[src/rtl/serial_adder.sv]
// serial_adder: bit-serial adder built around one full_adder cell.
//
// An accepted start captures a, b and cin. The core then adds one bit pair
// per clock, LSB first. A carry flip-flop feeds C_out back into C. The sum
// register fills from the MSB end, so after WIDTH shifts bit 0 holds the
// result LSB. All outputs come straight from registers.
//
// Optional feature: define SERIAL_ADDER_SUB_EN to add subtraction.
//   - The sub port is captured on start. When it is set, B is inverted and
//     the carry starts at 1, giving a - b.
//   - The ovf port reports signed overflow for both add and subtract.
//
// Ports:
//   clk    rising-edge clock
//   rst_n  synchronous active-low reset
//   start  operation request, sampled only while busy=0
//   a, b   WIDTH-bit operands, captured on accepted start
//   cin    carry-in, captured on accepted start (ignored when sub=1)
//   sum    WIDTH-bit result register
//   cout   final carry-out (for subtract: 1 = no borrow)
//   busy   high while bits are being processed
//   done   one-cycle pulse when sum/cout become valid
//   sub    (SERIAL_ADDER_SUB_EN only) 1 = subtract
//   ovf    (SERIAL_ADDER_SUB_EN only) signed overflow, held with sum

// One-bit full adder cell consumed by the serial datapath.
module full_adder (
    input  logic A,
    input  logic B,
    input  logic C,
    output logic S,
    output logic C_out
);
    assign S     = A ^ B ^ C;
    assign C_out = (A & B) | (C & (A ^ B));
endmodule

module serial_adder #(
    parameter int unsigned WIDTH = 8,
    parameter int unsigned CNT_W = $clog2(WIDTH + 1)
) (
    input  logic             clk,
    input  logic             rst_n,
    input  logic             start,
    input  logic [WIDTH-1:0] a,
    input  logic [WIDTH-1:0] b,
    input  logic             cin,
    output logic [WIDTH-1:0] sum,
    output logic             cout,
    output logic             busy,
    output logic             done
`ifdef SERIAL_ADDER_SUB_EN
    ,
    input  logic             sub,
    output logic             ovf
`endif
);

    typedef enum logic [0:0] {StIdle, StRun} state_e;

    localparam logic [CNT_W-1:0] LastBit = CNT_W'(WIDTH - 1);

    state_e           state_q, state_d;
    logic [WIDTH-1:0] op_a_q, op_a_d;
    logic [WIDTH-1:0] op_b_q, op_b_d;
    logic [WIDTH-1:0] sum_q, sum_d;
    logic [CNT_W-1:0] cnt_q, cnt_d;
    logic             carry_q, carry_d;
    logic             cout_q, cout_d;
    logic             done_q, done_d;

    logic fa_b;
    logic fa_s;
    logic fa_cout;

`ifdef SERIAL_ADDER_SUB_EN
    logic sub_q, sub_d;
    logic ovf_q, ovf_d;

    // Subtraction feeds the inverted B bit; the +1 comes from the carry seed.
    assign fa_b = op_b_q[0] ^ sub_q;
`else
    assign fa_b = op_b_q[0];
`endif

    full_adder u_full_adder (
        .A     (op_a_q[0]),
        .B     (fa_b),
        .C     (carry_q),
        .S     (fa_s),
        .C_out (fa_cout)
    );

    always_comb begin
        state_d = state_q;
        op_a_d  = op_a_q;
        op_b_d  = op_b_q;
        sum_d   = sum_q;
        cnt_d   = cnt_q;
        carry_d = carry_q;
        cout_d  = cout_q;
        done_d  = 1'b0;
`ifdef SERIAL_ADDER_SUB_EN
        sub_d   = sub_q;
        ovf_d   = ovf_q;
`endif

        unique case (state_q)
            StIdle: begin
                if (start) begin
                    op_a_d  = a;
                    op_b_d  = b;
                    cnt_d   = '0;
                    state_d = StRun;
`ifdef SERIAL_ADDER_SUB_EN
                    sub_d   = sub;
                    carry_d = sub ? 1'b1 : cin;
`else
                    carry_d = cin;
`endif
                end
            end

            StRun: begin
                op_a_d  = op_a_q >> 1;
                op_b_d  = op_b_q >> 1;
                sum_d   = {fa_s, sum_q[WIDTH-1:1]};
                carry_d = fa_cout;
                cnt_d   = cnt_q + CNT_W'(1);
                if (cnt_q == LastBit) begin
                    state_d = StIdle;
                    done_d  = 1'b1;
                    cout_d  = fa_cout;
`ifdef SERIAL_ADDER_SUB_EN
                    // On the MSB step carry_q is the carry into the MSB.
                    ovf_d   = carry_q ^ fa_cout;
`endif
                end
            end

            default: state_d = StIdle;
        endcase
    end

    always_ff @(posedge clk) begin
        if (!rst_n) begin
            state_q <= StIdle;
            op_a_q  <= '0;
            op_b_q  <= '0;
            sum_q   <= '0;
            cnt_q   <= '0;
            carry_q <= 1'b0;
            cout_q  <= 1'b0;
            done_q  <= 1'b0;
        end else begin
            state_q <= state_d;
            op_a_q  <= op_a_d;
            op_b_q  <= op_b_d;
            sum_q   <= sum_d;
            cnt_q   <= cnt_d;
            carry_q <= carry_d;
            cout_q  <= cout_d;
            done_q  <= done_d;
        end
    end

`ifdef SERIAL_ADDER_SUB_EN
    always_ff @(posedge clk) begin
        if (!rst_n) begin
            sub_q <= 1'b0;
            ovf_q <= 1'b0;
        end else begin
            sub_q <= sub_d;
            ovf_q <= ovf_d;
        end
    end

    assign ovf = ovf_q;
`endif

    assign sum  = sum_q;
    assign cout = cout_q;
    assign done = done_q;
    assign busy = (state_q == StRun);

endmodule

[config.mk]
export PLATFORM = sky130hd
export DESIGN_NAME = serial_adder
export DESIGN_NICKNAME = d
export VERILOG_FILES = /design/src/rtl/serial_adder.sv
export SDC_FILE = /design/constraint.sdc
export NUM_CORES = 1
export LEC_CHECK = 0
export ABC_AREA = 1
export CORE_UTILIZATION = 40
export CTS_CLUSTER_SIZE = 24
export DETAILED_ROUTE_END_ITERATION = 10
export PLACE_DENSITY = 0.66
export SLEW_MARGIN = 10
export SYNTH_ARGS = -nofsm -noshare
export SYNTH_HDL_FRONTEND = slang
export SYNTH_SLANG_ARGS = --single-unit
[constraint.sdc]
create_clock -name clk -period 2 [get_ports clk]
set_input_delay 0.2 -clock clk [delete_from_list [all_inputs] [get_ports clk]]
set_output_delay 0.2 -clock clk [all_outputs]
set_load 0.005 [all_outputs]
==> run_1/metal_density.png <==
The bar under the picture is 20 µm long. The die is cut into 12 by 12 equal tiles; white is low, dark blue is high, scaled to the fullest tile. Values are wire area over tile area, all layers added.
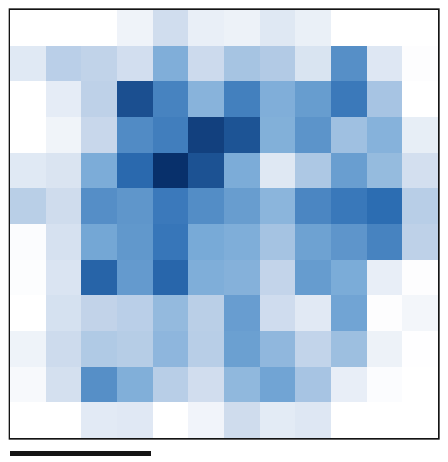
mean over tiles	0.13
densest ninth of the die	centre
fullest tile	0.40
tiles over half the peak	26%
nearly empty tiles	17%
post-detailed-routing wire length: 3019 µm
total global-route track usage: 18.26%
vias: 1,288
average routed wire per standard cell: 11.06 µm

==> run_1/clk_routes.png <==
The bar under the picture is 20 µm long.
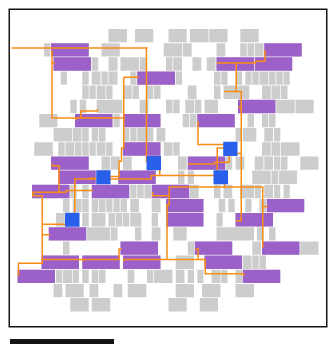
[orange] clock wires | length: 369 µm
[blue] clock drivers | count: 5
[purple] flip-flops | count: 32
routed clock nets	6
flops lie	spread over the die
clock group power: 400 µW
Worst Skew: 0.008090 ns
clock latency on the worst-skew pair: 0.31 ns

==> run_1/layer_met3.png <==
Cells faint in the background.
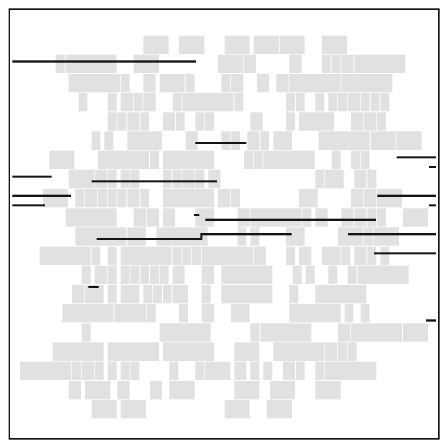
longest straight run	25.8 µm
share of all routed wire	5.2%
nets with wire on the layer	15
wire length on this layer	158 µm
main direction	horizontal
fraction of met3 tracks used by global routing: 5.544%

==> run_1/detail.png <==
Window x 10 to 50, y 10 to 50 µm. Cells in grey, sequential cells in the stronger grey; small squares are vias.
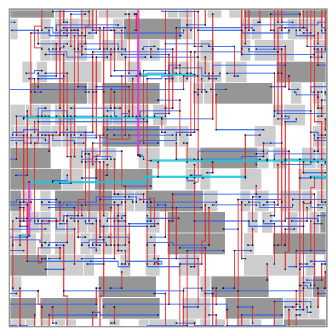
colour	layer
blue	metal 1
magenta	metal 4
cyan	metal 3
red	metal 2
sequential cells in the window	21
cells with their middle in the window	145
most frequent	nand2_1 (46), nand3_1 (24), dfxtp_1 (21)
netlist names of flops here include	op_a_q (6), op_b_q (4), sum (4)

==> notes.md, run 1 <==
Here are the numbers from the latest Yosys + OpenROAD run.

The number of placed I/O pins is 31. The portion of the clock cycle consumed by the worst path in the final layout is 82.64%. Fill cells in the final layout number 317. According to the floorplan report, the die width is 60.69 µm. In the post-synthesis netlist, the cell with the most instances is sky130_fd_sc_hd__nand2_1. Counting every sink on the clock net gives 32. The setup slack of the worst register-to-register path is 0.58 ns.

The share of Yosys cell area claimed by the top area cell type is 46.50%. The maximum achievable frequency came out at 605.0 MHz. After detailed routing, no signal wire sits above met4. The initial DRC count came out at 128. The design area is 0.001769 mm².

The filler-free cell count of the finished design came out at 273. The total area of sequential cells is 640.6 µm². The internal power consumption came out at 969.9 µW.

The final critical path time including I/O delays and setup is 1.653 ns. The switching share of total power came out at 24.65%. The critical path ends at busy. The combined area of the multi-input logic cells came out at 599.3 µm². For the worst min-delay path, the startpoint reported by OpenROAD is a[7].

The remaining antenna violation count is 0. The worst hold path terminates at op_a_q[7]$_SDFFE_PN0P_. The flow ran to the end, and the final reports show no timing, DRC or antenna violations. The cell total after placement is 266. For met2 alone, demand over resource in global routing was 29.83%. The signal on the critical path passes through clkdlybuf4s50_1. The number of hold-slack violations in the final timing report is 0. The required time of the critical path came out at 1.80 ns.

In the synthesized netlist, the dominant kind of combinational cell is simple AND/OR/NAND/NOR gates. Looking at the reg2reg group, the worst path starts from busy$_SDFF_PN0_. Power spread over the standard cell area amounts to 727.6 mW/mm². In the final report, the number of pins over their slew limit comes to 0.

The total of plain and repair buffers excluding clock buffers came out at 35. The number of flip-flops and latches in the synthesized netlist came out at 32.
==> run 2, diff against run 1 <==
- PLACE_DENSITY: 0.66 -> 0.68
- clock period: 2 -> 1.42 ns (I/O delays scaled with it)
==> run_2/clk_routes.png <==
The bar under the picture is 20 µm long.
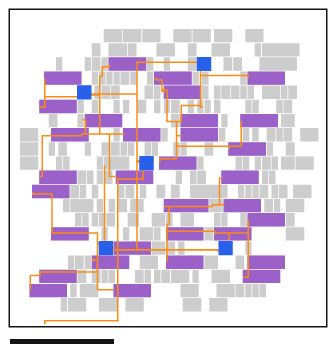
[orange] clock wires | length: 401 µm
[blue] clock drivers | count: 5
[purple] flip-flops | count: 32
flops lie	spread over the die
routed clock nets	6
clock latency on the worst-skew pair: 0.33 ns
clock group power: 538 µW
relative contribution of the clock network to total power: 29.8%
Worst Skew: 0.005791 ns

==> run_2/metal_density.png <==
The bar under the picture is 20 µm long. The die is cut into 12 by 12 equal tiles; white is low, dark blue is high, scaled to the fullest tile. Values are wire area over tile area, all layers added.
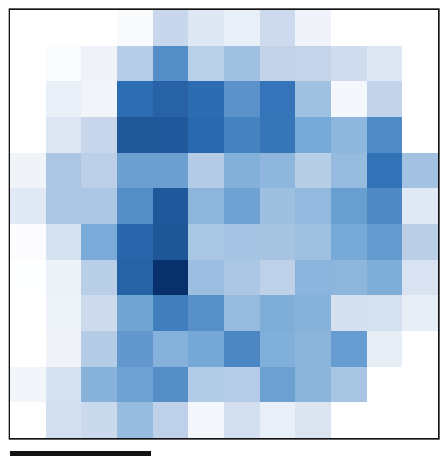
mean over tiles	0.12
tiles over half the peak	26%
fullest tile	0.37
nearly empty tiles	17%
vias: 1,287
post-detailed-routing wire length: 2834 µm
total global-route track usage: 17.78%
average routed wire per standard cell: 10.16 µm

==> run_2/clocks.png <==
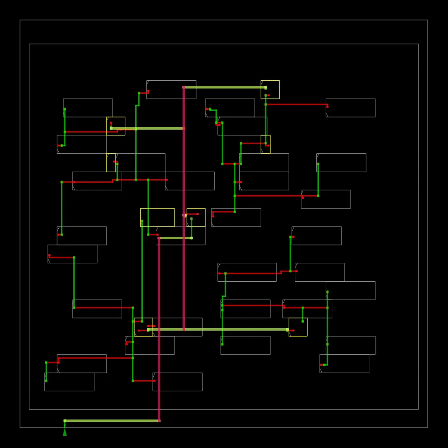
TritonCTS Sinks: 32
clkbuf count: 8
clock buffer count from CTS: 5

==> notes.md, run 2 <==
Here are the numbers from the latest Yosys + OpenROAD run.

The pin count of the biggest net entering global routing came out at 26. The final core utilization came out at 58.02%. The report lists the power per cell area as 987.1 mW/mm². Once detail routing completed, the nets flagged for antenna violations numbered 0. The synthesized chip area reported by yosys came out at 0.001378 mm². In the finished design, the share of the clock period the worst path needs comes to 95.78%. The number of nets at floorplan is 221. The design area came out at 0.001829 mm². The internal power consumption came out at 1.348 mW. In the global route stage, met2 resource usage came out at 28.41%.

The flow ran to the end, and the final reports show no timing, DRC or antenna violations. The total of plain and repair buffers excluding clock buffers is 40. The filler-free cell count of the finished design came out at 279. The die boundary width came out at 60.69 µm. The endpoint of the worst hold path is op_b_q[7]$_SDFFE_PN0P_. The maximum clock insertion buffer count is 2. The number of hold-slack violations in the final timing report is 0. The number of placed I/O pins is 31.

The setup slack of the worst register-to-register path came out at 0.29 ns. The cell total after placement is 269. The number of antenna violations at the first check in global routing is 0.

The maximum achievable frequency is 735.3 MHz. The top routing layer in use is met4. The initial DRC count came out at 34. Yosys reports that the most numerous cell types are sky130_fd_sc_hd__nand2_1, sky130_fd_sc_hd__nand3_1, sky130_fd_sc_hd__dfxtp_1. The global routing report lists met3 layer usage as 6.397%. The share of Yosys cell area claimed by the top area cell type is 46.50%. In this run the number of cells on the critical path is 1. The worst setup path endpoint is busy. Setup repair after global routing left no endpoint under its margin. The largest family of logic cells by area is simple AND/OR/NAND/NOR gates. The number of flip-flops and latches in the synthesized netlist came out at 32. Of the post-synthesis cell area, the part taken by muxes is 0%.

The switching share of total power is 25.36%. Looking at the reg2reg group, the worst path starts from busy$_SDFF_PN0_. The required time of the critical path came out at 1.28 ns. Looking at the gate-level netlist, the highest instance count belongs to sky130_fd_sc_hd__nand2_1. The count of fill cells added during filler insertion came out at 320. The total area of sequential cells came out at 644.4 µm². Per the layout area report, the combinational gate area comes to 599.3 µm².

The final critical path time including I/O delays and setup came out at 1.360 ns.
No activity file was given, so power comes from the tool's default toggle rates.
